<file path="src/rtl/change_dispenser.sv">
// Greedy coin payout engine: turns a 6-bit change amount into a stream of
// one-hot coin requests (50/10/5/1), skipping empty tubes and flagging shortfall.
module change_dispenser #(
  parameter int unsigned COIN_GAP = 1
) (
  input  logic       clk,
  input  logic       rst,
  input  logic [5:0] change,
  input  logic       change_valid,
  output logic       ready,
  output logic       coin_valid,
  output logic [3:0] coin_sel,
  input  logic       coin_ready,
  input  logic [3:0] coin_empty,
  output logic [5:0] remaining,
  output logic [5:0] coin_count,
  output logic       done,
  output logic       short
);

  localparam int unsigned GW       = (COIN_GAP > 1) ? $clog2(COIN_GAP) : 1;
  localparam int unsigned GAP_LAST = (COIN_GAP > 0) ? COIN_GAP - 1 : 0;

  typedef enum logic [1:0] {IDLE, ISSUE, GAP, DONE} state_t;

  state_t          state_q, state_d;
  logic [5:0]      remaining_q, remaining_d;
  logic [5:0]      coin_count_q, coin_count_d;
  logic [3:0]      coin_sel_q, coin_sel_d;
  logic            coin_valid_q, coin_valid_d;
  logic            done_q, done_d;
  logic            short_q, short_d;
  logic            ready_q, ready_d;
  logic [GW-1:0]   gap_q, gap_d;
  logic [5:0]      rem_after;
  logic [3:0]      next_sel;

  // Largest denomination that fits and is stocked; all-zero means no coin can be paid.
  function automatic logic [3:0] pick(input logic [5:0] amt, input logic [3:0] empty);
    if (amt >= 6'd50 && !empty[3])     pick = 4'b1000;
    else if (amt >= 6'd10 && !empty[2]) pick = 4'b0100;
    else if (amt >= 6'd5 && !empty[1])  pick = 4'b0010;
    else if (amt >= 6'd1 && !empty[0])  pick = 4'b0001;
    else                                pick = 4'b0000;
  endfunction

  function automatic logic [5:0] coin_value(input logic [3:0] sel);
    case (sel)
      4'b1000: coin_value = 6'd50;
      4'b0100: coin_value = 6'd10;
      4'b0010: coin_value = 6'd5;
      4'b0001: coin_value = 6'd1;
      default: coin_value = 6'd0;
    endcase
  endfunction

  always_comb begin
    state_d      = state_q;
    remaining_d  = remaining_q;
    coin_count_d = coin_count_q;
    coin_sel_d   = coin_sel_q;
    coin_valid_d = coin_valid_q;
    done_d       = 1'b0;
    short_d      = short_q;
    gap_d        = gap_q;
    rem_after    = remaining_q - coin_value(coin_sel_q);
    next_sel     = '0;

    unique case (state_q)
      IDLE: begin
        if (ready_q && change_valid) begin
          remaining_d  = change;
          coin_count_d = '0;
          short_d      = 1'b0;
          next_sel     = pick(change, coin_empty);
          if (change == '0) begin
            state_d = DONE;
            done_d  = 1'b1;
          end else if (next_sel == '0) begin
            state_d = DONE;
            done_d  = 1'b1;
            short_d = 1'b1;
          end else begin
            state_d      = ISSUE;
            coin_valid_d = 1'b1;
            coin_sel_d   = next_sel;
          end
        end
      end
      ISSUE: begin
        if (coin_ready) begin
          remaining_d  = rem_after;
          coin_count_d = coin_count_q + 6'd1;
          next_sel     = pick(rem_after, coin_empty);
          if (rem_after == '0) begin
            state_d      = DONE;
            done_d       = 1'b1;
            coin_valid_d = 1'b0;
            coin_sel_d   = '0;
          end else if (COIN_GAP > 0) begin
            state_d      = GAP;
            coin_valid_d = 1'b0;
            coin_sel_d   = '0;
            gap_d        = '0;
          end else if (next_sel == '0) begin
            state_d      = DONE;
            done_d       = 1'b1;
            short_d      = 1'b1;
            coin_valid_d = 1'b0;
            coin_sel_d   = '0;
          end else begin
            coin_sel_d = next_sel;
          end
        end
      end
      GAP: begin
        if (gap_q == GW'(GAP_LAST)) begin
          next_sel = pick(remaining_q, coin_empty);
          if (next_sel == '0) begin
            state_d = DONE;
            done_d  = 1'b1;
            short_d = 1'b1;
          end else begin
            state_d      = ISSUE;
            coin_valid_d = 1'b1;
            coin_sel_d   = next_sel;
          end
        end else begin
          gap_d = gap_q + GW'(1);
        end
      end
      DONE: begin
        state_d = IDLE;
      end
    endcase

    ready_d = (state_d == IDLE);
  end

  always_ff @(posedge clk) begin
    if (rst) begin
      state_q      <= IDLE;
      remaining_q  <= '0;
      coin_count_q <= '0;
      coin_sel_q   <= '0;
      coin_valid_q <= 1'b0;
      done_q       <= 1'b0;
      short_q      <= 1'b0;
      ready_q      <= 1'b0;
      gap_q        <= '0;
    end else begin
      state_q      <= state_d;
      remaining_q  <= remaining_d;
      coin_count_q <= coin_count_d;
      coin_sel_q   <= coin_sel_d;
      coin_valid_q <= coin_valid_d;
      done_q       <= done_d;
      short_q      <= short_d;
      ready_q      <= ready_d;
      gap_q        <= gap_d;
    end
  end

  assign ready      = ready_q;
  assign coin_valid = coin_valid_q;
  assign coin_sel   = coin_sel_q;
  assign remaining  = remaining_q;
  assign coin_count = coin_count_q;
  assign done       = done_q;
  assign short      = short_q;

endmodule

</file>
<file path="config.mk">
export PLATFORM = sky130hd
export DESIGN_NAME = change_dispenser
export DESIGN_NICKNAME = d
export VERILOG_FILES = /design/src/rtl/change_dispenser.sv
export SDC_FILE = /design/constraint.sdc
export NUM_CORES = 1
export LEC_CHECK = 0
export CAP_MARGIN = 40
export CORE_ASPECT_RATIO = 1.5
export CORE_MARGIN = 4
export CORE_UTILIZATION = 45
export CTS_CLUSTER_SIZE = 25
export DETAILED_ROUTE_END_ITERATION = 12
export PLACE_DENSITY = 0.72
export SETUP_SLACK_MARGIN = 0.05
export SLEW_MARGIN = 5
export SYNTH_ARGS = -nofsm -noshare
export SYNTH_HDL_FRONTEND = slang
export SYNTH_SLANG_ARGS = --single-unit
</file>
<file path="constraint.sdc">
create_clock -name clk -period 2.8 [get_ports clk]
set_input_delay 0.56 -clock clk [delete_from_list [all_inputs] [get_ports clk]]
set_output_delay 0.56 -clock clk [all_outputs]
set_load 0.03 [all_outputs]
</file>
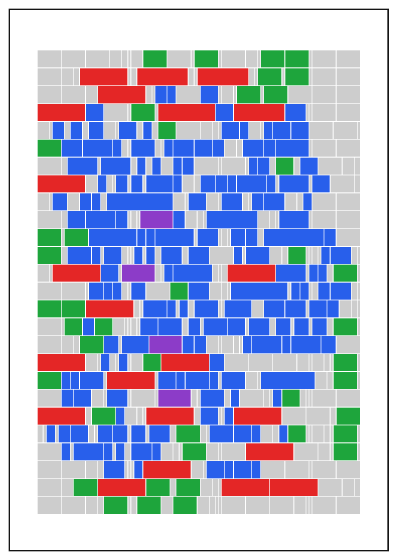
Run 1: placed cells, one color a class
Fill, decap, tap and diode cells in gray.
Key: green = other buffers and delay cells [cells 42]; blue = all other logic [cells 171]; red = flip-flops [cells 22]; purple = clock drivers and dummy loads [cells 4]
fraction of area in registers: 20.4%
post-route cell area: 2190 sq um
Std-Cell Rows: 26
fin util: 63.0%

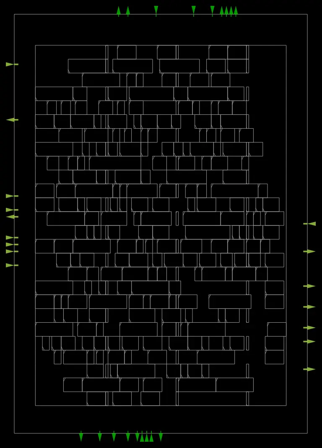
Run 1: cell placement
tap cells: 42
Flops: 22

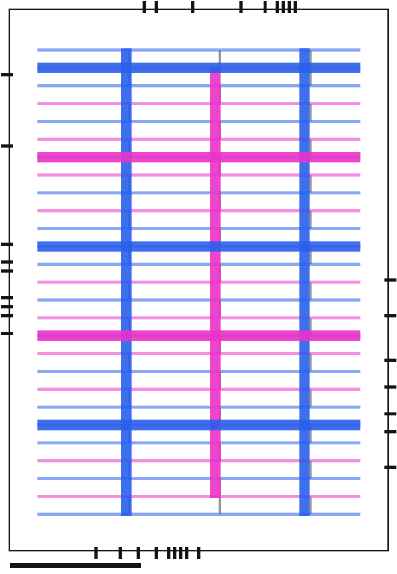
Run 1: floorplan with the power grid
Bar = 20 um. Pins as bars on the die edge. Tap cells in gray.
Key: magenta = VDD; blue = VSS
5 straps on met5. 27 met1 rails follow the rows. 34 signal pins sit on the boundary. The core has 26 rows. 3 straps on met4.
CORE AREA: 3480 sq um
Chip Height: 82.3 um
Die X: 57.5 um
peak supply drop: 0.681 mV

run 1: per-layer routing:
| layer | vias up | share of wire, % | track usage (%) |
|---|---|---|---|
| met1 | 722 | 41 | 22.4 |
| li1 | 802 | - | - |
| met4 | 0 | 3.6 | 10.9 |
| met5 | - | 0 | 0 |
| met2 | 35 | 52 | 34.0 |
| met3 | 12 | 2.7 | 2.02 |
run 1: cells in the mapped netlist, types with 2 or more instances:
master / instances / area share, %
or2_1: 2 / 0.76
nand3b_1: 2 / 0.91
o21bai_1: 2 / 0.91
nand4_1: 3 / 1.1
nor3_2: 3 / 1.8
o21ai_0: 8 / 2.4
nor4_1: 2 / 0.76
xnor2_1: 3 / 1.6
nor3_1: 7 / 2.1
o21ai_1: 2 / 0.61
nor2_1: 30 / 6.8
inv_1: 12 / 2.7
o21a_1: 2 / 0.91
xor2_1: 5 / 2.6
ha_1: 10 / 7.6
a22oi_1: 2 / 0.91
nor2b_1: 4 / 1.5
dfxtp_1: 22 / 27
nor3b_1: 4 / 1.8
a41oi_1: 2 / 1.1
nand3_1: 2 / 0.61
a211oi_1: 11 / 5.0
a21oi_1: 6 / 1.8
mux2i_1: 7 / 4.2
nand2_1: 12 / 2.7
or3_1: 3 / 1.1
clkbuf_1: 4 / 0.91
a21oi_2: 4 / 2.1
run 1: metrics by stage:
step	power [mW]	setup TNS, ns	setup WS [ns]	area, sq um	hold WS, ns
after floorplan	1.65	0	0.0684	1650	0.604
after global placement	2.10	-0.0614	-0.0614	2080	0.491
after detailed placement	2.11	-0.0572	-0.0572	2080	0.508
after CTS	2.38	0	0.0708	2160	0.531
after global routing	2.63	0	0.0420	2190	0.559
final	2.41	0	0.150	2190	0.522
run 1: worst paths after layout:
path	end	slack, ns
setup / recovery	done$_SDFF_PP0_	0.15
hold / removal	coin_count[5]$_SDFFE_PP0P_	0.52
setup reg to reg	done$_SDFF_PP0_	0.15
hold reg to reg	coin_count[5]$_SDFFE_PP0P_	0.52
run 1: state kept, by name, indices dropped and copies added, names as in the netlist:
register and flops:
ready 1, state_q 2, short 1, coin_count 6, remaining 6, coin_sel 4
done 1, coin_valid 1
run 1: critical path, delay by kind of cell (launching register included):
kind | cells | cell delay [ns]
and+or+nand+nor | 3 | 1.08
xor gates and xnor gates | 1 | 0.30
adders and majority gates | 1 | 0.30
DFF | 1 | 0.37
AOI/OAI and AO/OA | 3 | 0.52
run 1: power by group:
| group | internal, mW | total [mW] | switching [mW] |
|---|---|---|---|
| clock network | 0.125 | 0.231 | 0.105 |
| logic | 0.744 | 1.68 | 0.937 |
| registers | 0.400 | 0.495 | 0.0944 |
| total | 1.27 | 2.41 | 1.14 |
run 1: repair_timing:
item / in CTS / in global routing
pin swaps: 1 / 2
resized: 4 / 10
endpoints found under the setup margin: 2 / 2
cloned: 0 / 0
run 1: final cells by class:
class / instances / share of cell area [%]
multi-input combinational: 159 / 54.5
sequential: 22 / 20.4
timing repair buffer: 42 / 18.1
clock buffer: 4 / 2.51
tap: 42 / 2.39
inverter: 12 / 2.05
==> results.py, run 1 <==
# Synthesis and PnR figures
metrics = {
    "detailed_routing": {
        "vias": 1571,
        "routed_wirelength_um": 4150,
        "drtAntennaViolNets": 0,
        "firstDrtPassIters": 4,
        "drcViolationCount": 0,
        "first_iter_violations": 36,
        "wl_per_cell_um": 14.8,
        "avgViaCountPerCell": 5.59,
    },
    "worst_setup_path": {
        "crit_chain": "or4b_4 -> ha_4 -> or2_1 -> o211ai_1 -> a21oi_1 -> xor3_1 -> or3_4 -> a211oi_4",
        "reg2reg_depth": 8,
        "crit_start": "coin_sel[0]$_SDFFE_PP0P_",
        "max_stage_delay_ns": 0.55,
        "worstPathRequired_ns": 2.98,
        "path_max_fanout": 5,
        "cp-end-kind": "flop",
        "path_class": "reg -> reg",
        "startpoint_type": "flop",
        "crit_arrival_ns": 2.83,
        "r2r-start": "coin_sel[0]$_SDFFE_PP0P_",
        "critPathSlowestCell": "or4b_4",
    },
    "synth": {
        "synthAoiAreaFrac_pct": 25.4,
        "ys_sh_adder_pct": 8.77,
        "xor_area_share_pct": 5.67,
        "ys_chip_area_sq_um": 1650,
        "ys_ff": 22,
        "yosys_cells": 198,
        "ys_sh_simple_pct": 25.3,
        "ys_sh_mux_pct": 4.24,
        "edf_count": 0,
        "flop_cell": "dfxtp_1",
        "async_reset_ff_share_pct": 0,
        "synth_cell_type_count": 50,
        "topCombFamilyByArea": "AND-OR/OR-AND gates",
        "syn-cell-area_sq_um": 1650,
        "yosysWarnings": 0,
        "syn_inst": 198,
        "floorplan.nets": 223,
        "postSynthSeqShare_pct": 26.6,
        "postSynthAreaPerCell_sq_um": 8.35,
    },
    "hold_path": {
        "hp-start": "coin_count[5]$_SDFFE_PP0P_",
        "whs_path_depth": 2,
        "hp-class": "reg -> reg",
    },
    "finish": {
        "combGateArea_sq_um": 1200,
        "area_growth_pct": 32.7,
        "lay_top_count": "clkdlybuf4s50_1",
        "nets": 265,
        "flop_area_sq_um": 448,
        "most-common-layout-cells": "clkdlybuf4s50_1 (33), nor2_1 (30), dfxtp_1 (18), inv_1 (12), nand2_1 (12)",
        "drive_above_1_share_pct": 16.7,
        "n_antenna_cell": 0,
        "n_fill_cell": 297,
        "instances_no_fill": 281,
    },
    "timing": {
        "hold_viol_final": 0,
        "worst_pin_slew_ns": 0.498,
        "slew-limit-headroom_pct": 66.5,
        "slew_violations": 0,
        "clock_skew_ns": 0.00409,
        "fmax_mhz": 377,
        "rsz0062_at_grt": "false",
        "setup_viol_count_final": 0,
        "period_used_pct": 94.6,
        "min_period_ns": 2.65,
    },
    "floorplanning": {
        "num_io_pins": 34,
        "fp_util_pct": 47.5,
        "chip_area_sq_um": 4730,
    },
    "cts": {
        "numCtsBuffers": 3,
        "clk_pin_slew_worst_paths_ns": 0.08,
        "cts.sinks": 22,
        "cts_tree": "yes",
        "cts_buffer_depth": 2,
        "htreeDepth": 1,
        "clockRootBuffer": "clkbuf_8",
        "cts_setup_buffers": 0,
        "cts-hold-fix-buffers": 0,
        "clock_latency_ns": 0.26,
    },
    "grt": {
        "grt_usage_pct": 19.3,
        "grt_pass1_wl_um": 7070,
        "grt_pass1_vias": 1578,
        "overflow": 0,
        "grt_max_degree": 13,
        "antenna_found_initial": 0,
    },
    "power": {
        "power.leakage_nw": 0.812,
        "cellPowerDensity_nw_per_um2": 1100,
    },
    "placed_design": {
        "place_hpwl_um": 3340,
        "dp_cells": 277,
        "gp_congestion": 0.905,
        "io_buffers": 33,
    },
    "job": {
        "drv_cap": 0,
        "warnings": 29,
    },
    "status": {
        "status": "complete, no violations",
    },
}
## Run 2: what changed since run 1
--- a/config.mk
+++ b/config.mk
@@ -17,3 +17,4 @@
 export SYNTH_ARGS = -nofsm -noshare
 export SYNTH_HDL_FRONTEND = slang
 export SYNTH_SLANG_ARGS = --single-unit
+export TNS_END_PERCENT = 50
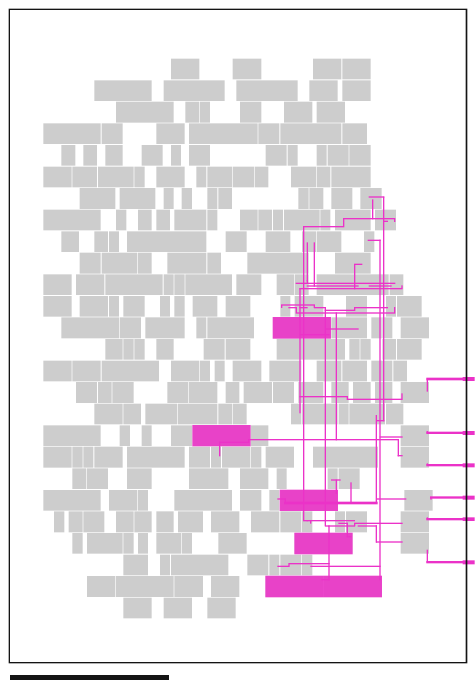
Run 2: port wiring
Bar = 20 um.
Key: magenta = remaining [bits 6, direction output, edge right, end cells 6, wire 432 um]
I/O pins: 34
IO buf count: 33

==> run 2 against run 1 <==
Net effect: sequential power barely moved; fmax did not move; wire length did not move; hold slack did not move; clock skew did not move; largest cell class unchanged.
==> results.py, run 2 <==
# Synthesis and PnR figures
metrics = {
    "timing": {
        "clock_skew_ns": 0.00409,
        "worst_pin_slew_ns": 0.498,
        "slew_violations": 0,
        "rsz0062_at_grt": "false",
        "min_period_ns": 2.65,
        "period_used_pct": 94.6,
        "hold_ws_ns": 0.522,
        "tns_ns": 0,
        "setup_viol_count_final": 0,
        "setup_slack_ns": 0.150,
        "hold_viol_final": 0,
        "slew-limit-headroom_pct": 66.5,
        "fmax_mhz": 377,
    },
    "cts": {
        "clk_pin_slew_worst_paths_ns": 0.08,
        "htreeDepth": 1,
        "cts-hold-fix-buffers": 0,
        "clockRootBuffer": "clkbuf_8",
        "clock_latency_ns": 0.26,
        "numCtsBuffers": 3,
        "cts_buffer_depth": 2,
        "cts.sinks": 22,
        "cts_tree": "yes",
    },
    "finish": {
        "instances_no_fill": 281,
        "n_antenna_cell": 0,
        "nets": 265,
        "area_growth_pct": 32.7,
        "combGateArea_sq_um": 1200,
        "most-common-layout-cells": "clkdlybuf4s50_1 (33), nor2_1 (30), dfxtp_1 (18), inv_1 (12), nand2_1 (12)",
        "n_fill_cell": 297,
        "utilization_pct": 63.0,
        "lay_top_count": "clkdlybuf4s50_1",
        "drive_above_1_share_pct": 16.7,
        "flop_area_sq_um": 448,
        "design_area_sq_um": 2190,
    },
    "synth": {
        "yosys_cells": 198,
        "common_cells": "nor2_1 (30), dfxtp_1 (22), inv_1 (12), nand2_1 (12), a211oi_1 (11)",
        "postSynthSeqShare_pct": 26.6,
        "ys_ff": 22,
        "async_reset_ff_share_pct": 0,
        "synth_cell_type_count": 50,
        "largest_area_cell": "dfxtp_1",
        "flop_cell": "dfxtp_1",
        "floorplan.nets": 223,
        "edf_count": 0,
        "syn_inst": 198,
        "syn-cell-area_sq_um": 1650,
        "postSynthAreaPerCell_sq_um": 8.35,
        "yosysWarnings": 0,
        "ys_chip_area_sq_um": 1650,
        "top_cells_by_area": "dfxtp_1 (27%), ha_1 (7.6%), nor2_1 (6.8%)",
        "yosysTopAreaCellShare_pct": 26.6,
        "top_cell": "nor2_1",
    },
    "worst_setup_path": {
        "crit_arrival_ns": 2.83,
        "cp-end-kind": "flop",
        "crit_chain": "or4b_4 -> ha_4 -> or2_1 -> o211ai_1 -> a21oi_1 -> xor3_1 -> or3_4 -> a211oi_4",
        "max_stage_delay_ns": 0.55,
        "path_max_fanout": 5,
        "worstPathRequired_ns": 2.98,
        "critPathSlowestCell": "or4b_4",
        "startpoint_type": "flop",
        "path_class": "reg -> reg",
    },
    "job": {
        "warnings": 29,
        "drv_cap": 0,
    },
    "power": {
        "cellPowerDensity_nw_per_um2": 1100,
        "power.leakage_nw": 0.812,
        "power_mw": 2.41,
        "ir_drop_mv": 0.681,
    },
    "detailed_routing": {
        "avgViaCountPerCell": 5.59,
        "drtAntennaViolNets": 0,
        "first_iter_violations": 36,
        "wl_per_cell_um": 14.8,
        "firstDrtPassIters": 4,
        "drcViolationCount": 0,
        "vias": 1571,
        "routed_wirelength_um": 4150,
    },
    "placed_design": {
        "place_area_sq_um": 2080,
        "gp_congestion": 0.905,
        "preCtsSetupSlack_ns": -0.0572,
        "dp_cells": 277,
        "place_hpwl_um": 3340,
    },
    "floorplanning": {
        "num_rows": 26,
        "fp_util_pct": 47.5,
        "die_width_um": 57.5,
        "design.core.area_sq_um": 3480,
        "chip_area_sq_um": 4730,
        "die_h_um": 82.3,
    },
    "hold_path": {
        "hp-class": "reg -> reg",
    },
    "grt": {
        "antenna_found_initial": 0,
        "grt_pass1_wl_um": 7070,
        "grt_max_degree": 13,
        "overflow": 0,
        "grt_usage_pct": 19.3,
        "grt_pass1_vias": 1578,
    },
    "status": {
        "status": "complete, no violations",
    },
}
## run 2: cell counts after synthesis
Identical to the previous run, type by type.
## run 2: path summary, 6_finish.rpt
path | start | endpoint | slack, ns | cells past startpoint
min | coin_count[5]$_SDFFE_PP0P_ | coin_count[5]$_SDFFE_PP0P_ | 0.52 | 2
max reg2reg | coin_sel[0]$_SDFFE_PP0P_ | done$_SDFF_PP0_ | 0.15 | 8
min reg2reg | coin_count[5]$_SDFFE_PP0P_ | coin_count[5]$_SDFFE_PP0P_ | 0.52 | 2
max | coin_sel[0]$_SDFFE_PP0P_ | done$_SDFF_PP0_ | 0.15 | 8
## run 2: repair_timing
item / CTS / global route
cloned: 0 / 0
pin swaps: 1 / 2
setup buffers: 0 / 0
gates resized: 4 / 10
endpoints found under the setup margin: 2 / 2
## run 2: area by class of cell
| cell class | count | share of cell area, % |
|---|---|---|
| tap | 42 | 2.39 |
| clock buffer | 4 | 2.51 |
| timing repair buffer | 42 | 18.1 |
| multi-input combinational | 159 | 54.5 |
| inverter | 12 | 2.05 |
| sequential | 22 | 20.4 |
## run 2: worst max-delay path: cells and delay by family (launching register included)
family,cells,cell delay (ns)
simple gates,3,1.08
compound gates,3,0.52
flops,1,0.37
fa+ha+maj,1,0.30
xor+xnor,1,0.30
## run 2: power breakdown
group          internal [mW]  leakage, nW  switching (mW)
clock network          0.125       0.0288           0.105
registers              0.400        0.182          0.0944
logic                  0.744        0.601           0.937
## run 2: metal layers
layer | routed length (um) | GRT usage, % | up-vias
li1 | - | - | 802
met1 | 1710 | 22.4 | 722
met2 | 2170 | 34.0 | 35
met3 | 113 | 2.02 | 12
met4 | 149 | 10.9 | 0
met5 | 0 | 0 | -
## run 2: logic make-up after synthesis
kind of cell / Yosys count / synth area share [%]
simple gates: 80 / 25.3
xor+xnor: 9 / 5.67
buf+inv: 17 / 3.93
flops: 22 / 26.6
mux: 7 / 4.24
compound gates: 52 / 25.4
fa+ha+maj: 11 / 8.77
Run 2, cell placement:
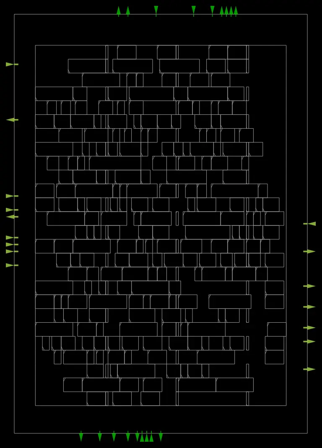

## Run 3: what changed since run 2
--- a/config.mk
+++ b/config.mk
@@ -11,7 +11,7 @@
 export CORE_UTILIZATION = 45
 export CTS_CLUSTER_SIZE = 25
 export DETAILED_ROUTE_END_ITERATION = 12
-export PLACE_DENSITY = 0.72
+export PLACE_DENSITY = 0.79
 export SETUP_SLACK_MARGIN = 0.05
 export SLEW_MARGIN = 5
 export SYNTH_ARGS = -nofsm -noshare
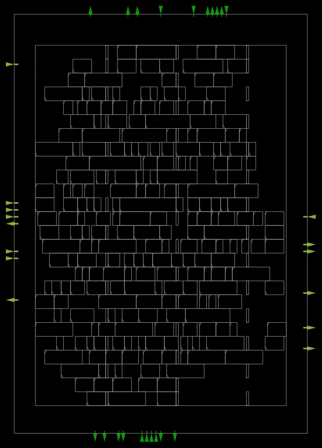
Run 3: cell placement
post-route insts no fill: 281
# fillers: 278

==> run 3 against run 2 <==
Net effect: combinational power grew 4%; design area up 0.57%; die area stayed put; largest cell class unchanged.
==> results.py, run 3 <==
# Synthesis and PnR figures
metrics = {
    "timing": {
        "setup_slack_ns": 0.0818,
        "slew-limit-headroom_pct": 64.3,
        "min_period_ns": 2.72,
        "period_used_pct": 97.1,
        "clock_skew_ns": 0.00835,
        "hold_viol_final": 0,
        "fmax_mhz": 368,
        "hold_ws_ns": 0.507,
        "tns_ns": 0,
        "setup_viol_count_final": 0,
        "rsz0062_at_grt": "true",
        "slew_violations": 0,
    },
    "cts": {
        "numCtsBuffers": 3,
        "cts_buffer_depth": 2,
        "clk_pin_slew_worst_paths_ns": 0.08,
        "cts-hold-fix-buffers": 0,
        "clockRootBuffer": "clkbuf_8",
        "htreeDepth": 1,
        "cts_tree": "yes",
        "clock_latency_ns": 0.27,
        "cts.sinks": 22,
    },
    "detailed_routing": {
        "firstDrtPassIters": 4,
        "drcViolationCount": 0,
        "vias": 1595,
        "avgViaCountPerCell": 5.68,
        "routed_wirelength_um": 4210,
        "first_iter_violations": 23,
        "wl_per_cell_um": 15.0,
    },
    "grt": {
        "grt_pass1_vias": 1600,
        "overflow": 0,
        "grt_usage_pct": 19.1,
        "grt_pass1_wl_um": 7070,
        "antenna_found_initial": 0,
        "grt_max_degree": 22,
    },
    "synth": {
        "ys_sh_simple_pct": 25.3,
        "postSynthAreaPerCell_sq_um": 8.35,
        "synthAoiAreaFrac_pct": 25.4,
        "ys_ff": 22,
        "yosysWarnings": 0,
        "flop_cell": "dfxtp_1",
        "largest_area_cell": "dfxtp_1",
        "edf_count": 0,
        "common_cells": "nor2_1 (30), dfxtp_1 (22), inv_1 (12), nand2_1 (12), a211oi_1 (11)",
        "top_cell": "nor2_1",
        "xor_area_share_pct": 5.67,
        "top_cells_by_area": "dfxtp_1 (27%), ha_1 (7.6%), nor2_1 (6.8%)",
        "synth_cell_type_count": 50,
        "syn-cell-area_sq_um": 1650,
        "floorplan.nets": 223,
        "yosys_cells": 198,
        "topCombFamilyByArea": "AND-OR/OR-AND gates",
        "postSynthSeqShare_pct": 26.6,
        "ys_sh_adder_pct": 8.77,
        "ys_sh_mux_pct": 4.24,
        "async_reset_ff_share_pct": 0,
        "syn_inst": 198,
        "yosysTopAreaCellShare_pct": 26.6,
    },
    "hold_path": {
        "hp-class": "reg -> reg",
    },
    "floorplanning": {
        "num_io_pins": 34,
        "die_width_um": 57.5,
        "design.core.area_sq_um": 3480,
        "num_rows": 26,
        "die_h_um": 82.3,
    },
    "worst_setup_path": {
        "path_max_fanout": 5,
        "cp-end-kind": "flop",
        "worstPathRequired_ns": 2.99,
        "path_class": "reg -> reg",
        "startpoint_type": "flop",
        "crit_arrival_ns": 2.91,
    },
    "finish": {
        "most-common-layout-cells": "clkdlybuf4s50_1 (33), nor2_1 (30), dfxtp_1 (18), inv_1 (12), nand2_1 (12)",
        "area_growth_pct": 33.4,
        "n_antenna_cell": 0,
        "lay_top_count": "clkdlybuf4s50_1",
        "nets": 265,
    },
    "placed_design": {
        "place_hpwl_um": 3250,
        "io_buffers": 33,
        "gp_congestion": 0.879,
    },
    "power": {
        "cellPowerDensity_nw_per_um2": 1160,
        "power_mw": 2.55,
        "power.leakage_nw": 0.811,
        "ir_drop_mv": 0.739,
    },
    "status": {
        "status": "complete, no violations",
    },
    "job": {
        "warnings": 30,
    },
}
[run 3: report_power, final]
group	total (mW)	leakage (nW)	switching [mW]	internal, mW
registers	0.502	0.182	0.101	0.401
clock network	0.306	0.0357	0.115	0.191
logic	1.74	0.593	0.951	0.792
[run 3: worst max-delay path, stage by stage, from the launching register on]
cell and delay (ns):
dfxtp_4 0.36, or4b_4 0.55, ha_4 0.18, or2_1 0.23, o211ai_1 0.24, a21oi_2 0.09
xor3_1 0.41, or3_4 0.37, a211oi_1 0.20
[run 3: final cells by class]
cell class                 count  area (sq um)
tap                           42          52.6
multi-input combinational    159          1190
inverter                      12          45.0
timing repair buffer          42           398
sequential                    22           450
clock inverter                 1          30.0
clock buffer                   3          41.3
fill                         278          1270
[run 3: cells by family (layout without fill, tap and decap cells)]
family / count (synthesis) / in the layout
mux: 7 / 7
fa+ha+maj: 11 / 11
xor+xnor: 9 / 9
compound gates: 52 / 52
flops: 22 / 22
buf+inv: 17 / 58
simple gates: 80 / 80
[run 3: timing repair]
action                     in CTS  in global routing
setup endpoints to repair       2                  3
buffers inserted                0                  1
cloned                          0                  0
resized                         3                 12
pin swaps                       0                  3
[run 3: stage by stage]
stage | instances | cell area, sq um
floorplan | 198 | 1650
global placement | 276 | 2080
detailed placement | 276 | 2080
CTS | 280 | 2170
global route | 281 | 2210
finish | 281 | 2210
[run 3: routing by layer]
| metal | vias to the layer above | track usage (%) | share of wire (%) |
|---|---|---|---|
| li1 | 805 | - | - |
| met1 | 751 | 20.2 | 40 |
| met2 | 31 | 36.3 | 55 |
| met3 | 8 | 2.80 | 2.9 |
| met4 | 0 | 8.82 | 2.2 |
| met5 | - | 0 | 0 |
[run 3: path summary, 6_finish.rpt]
path                       startpoint                 endpoint  slack (ns)  cells past startpoint
max          coin_sel[0]$_SDFFE_PP0P_    state_q[0]$_SDFF_PP0_        0.08                      8
min           coin_valid$_SDFFE_PP0P_  coin_valid$_SDFFE_PP0P_        0.51                      2
max reg2reg  coin_sel[0]$_SDFFE_PP0P_    state_q[0]$_SDFF_PP0_        0.08                      8
min reg2reg   coin_valid$_SDFFE_PP0P_  coin_valid$_SDFFE_PP0P_        0.51                      2
No activity file was given, so power comes from the tool's default toggle rates.
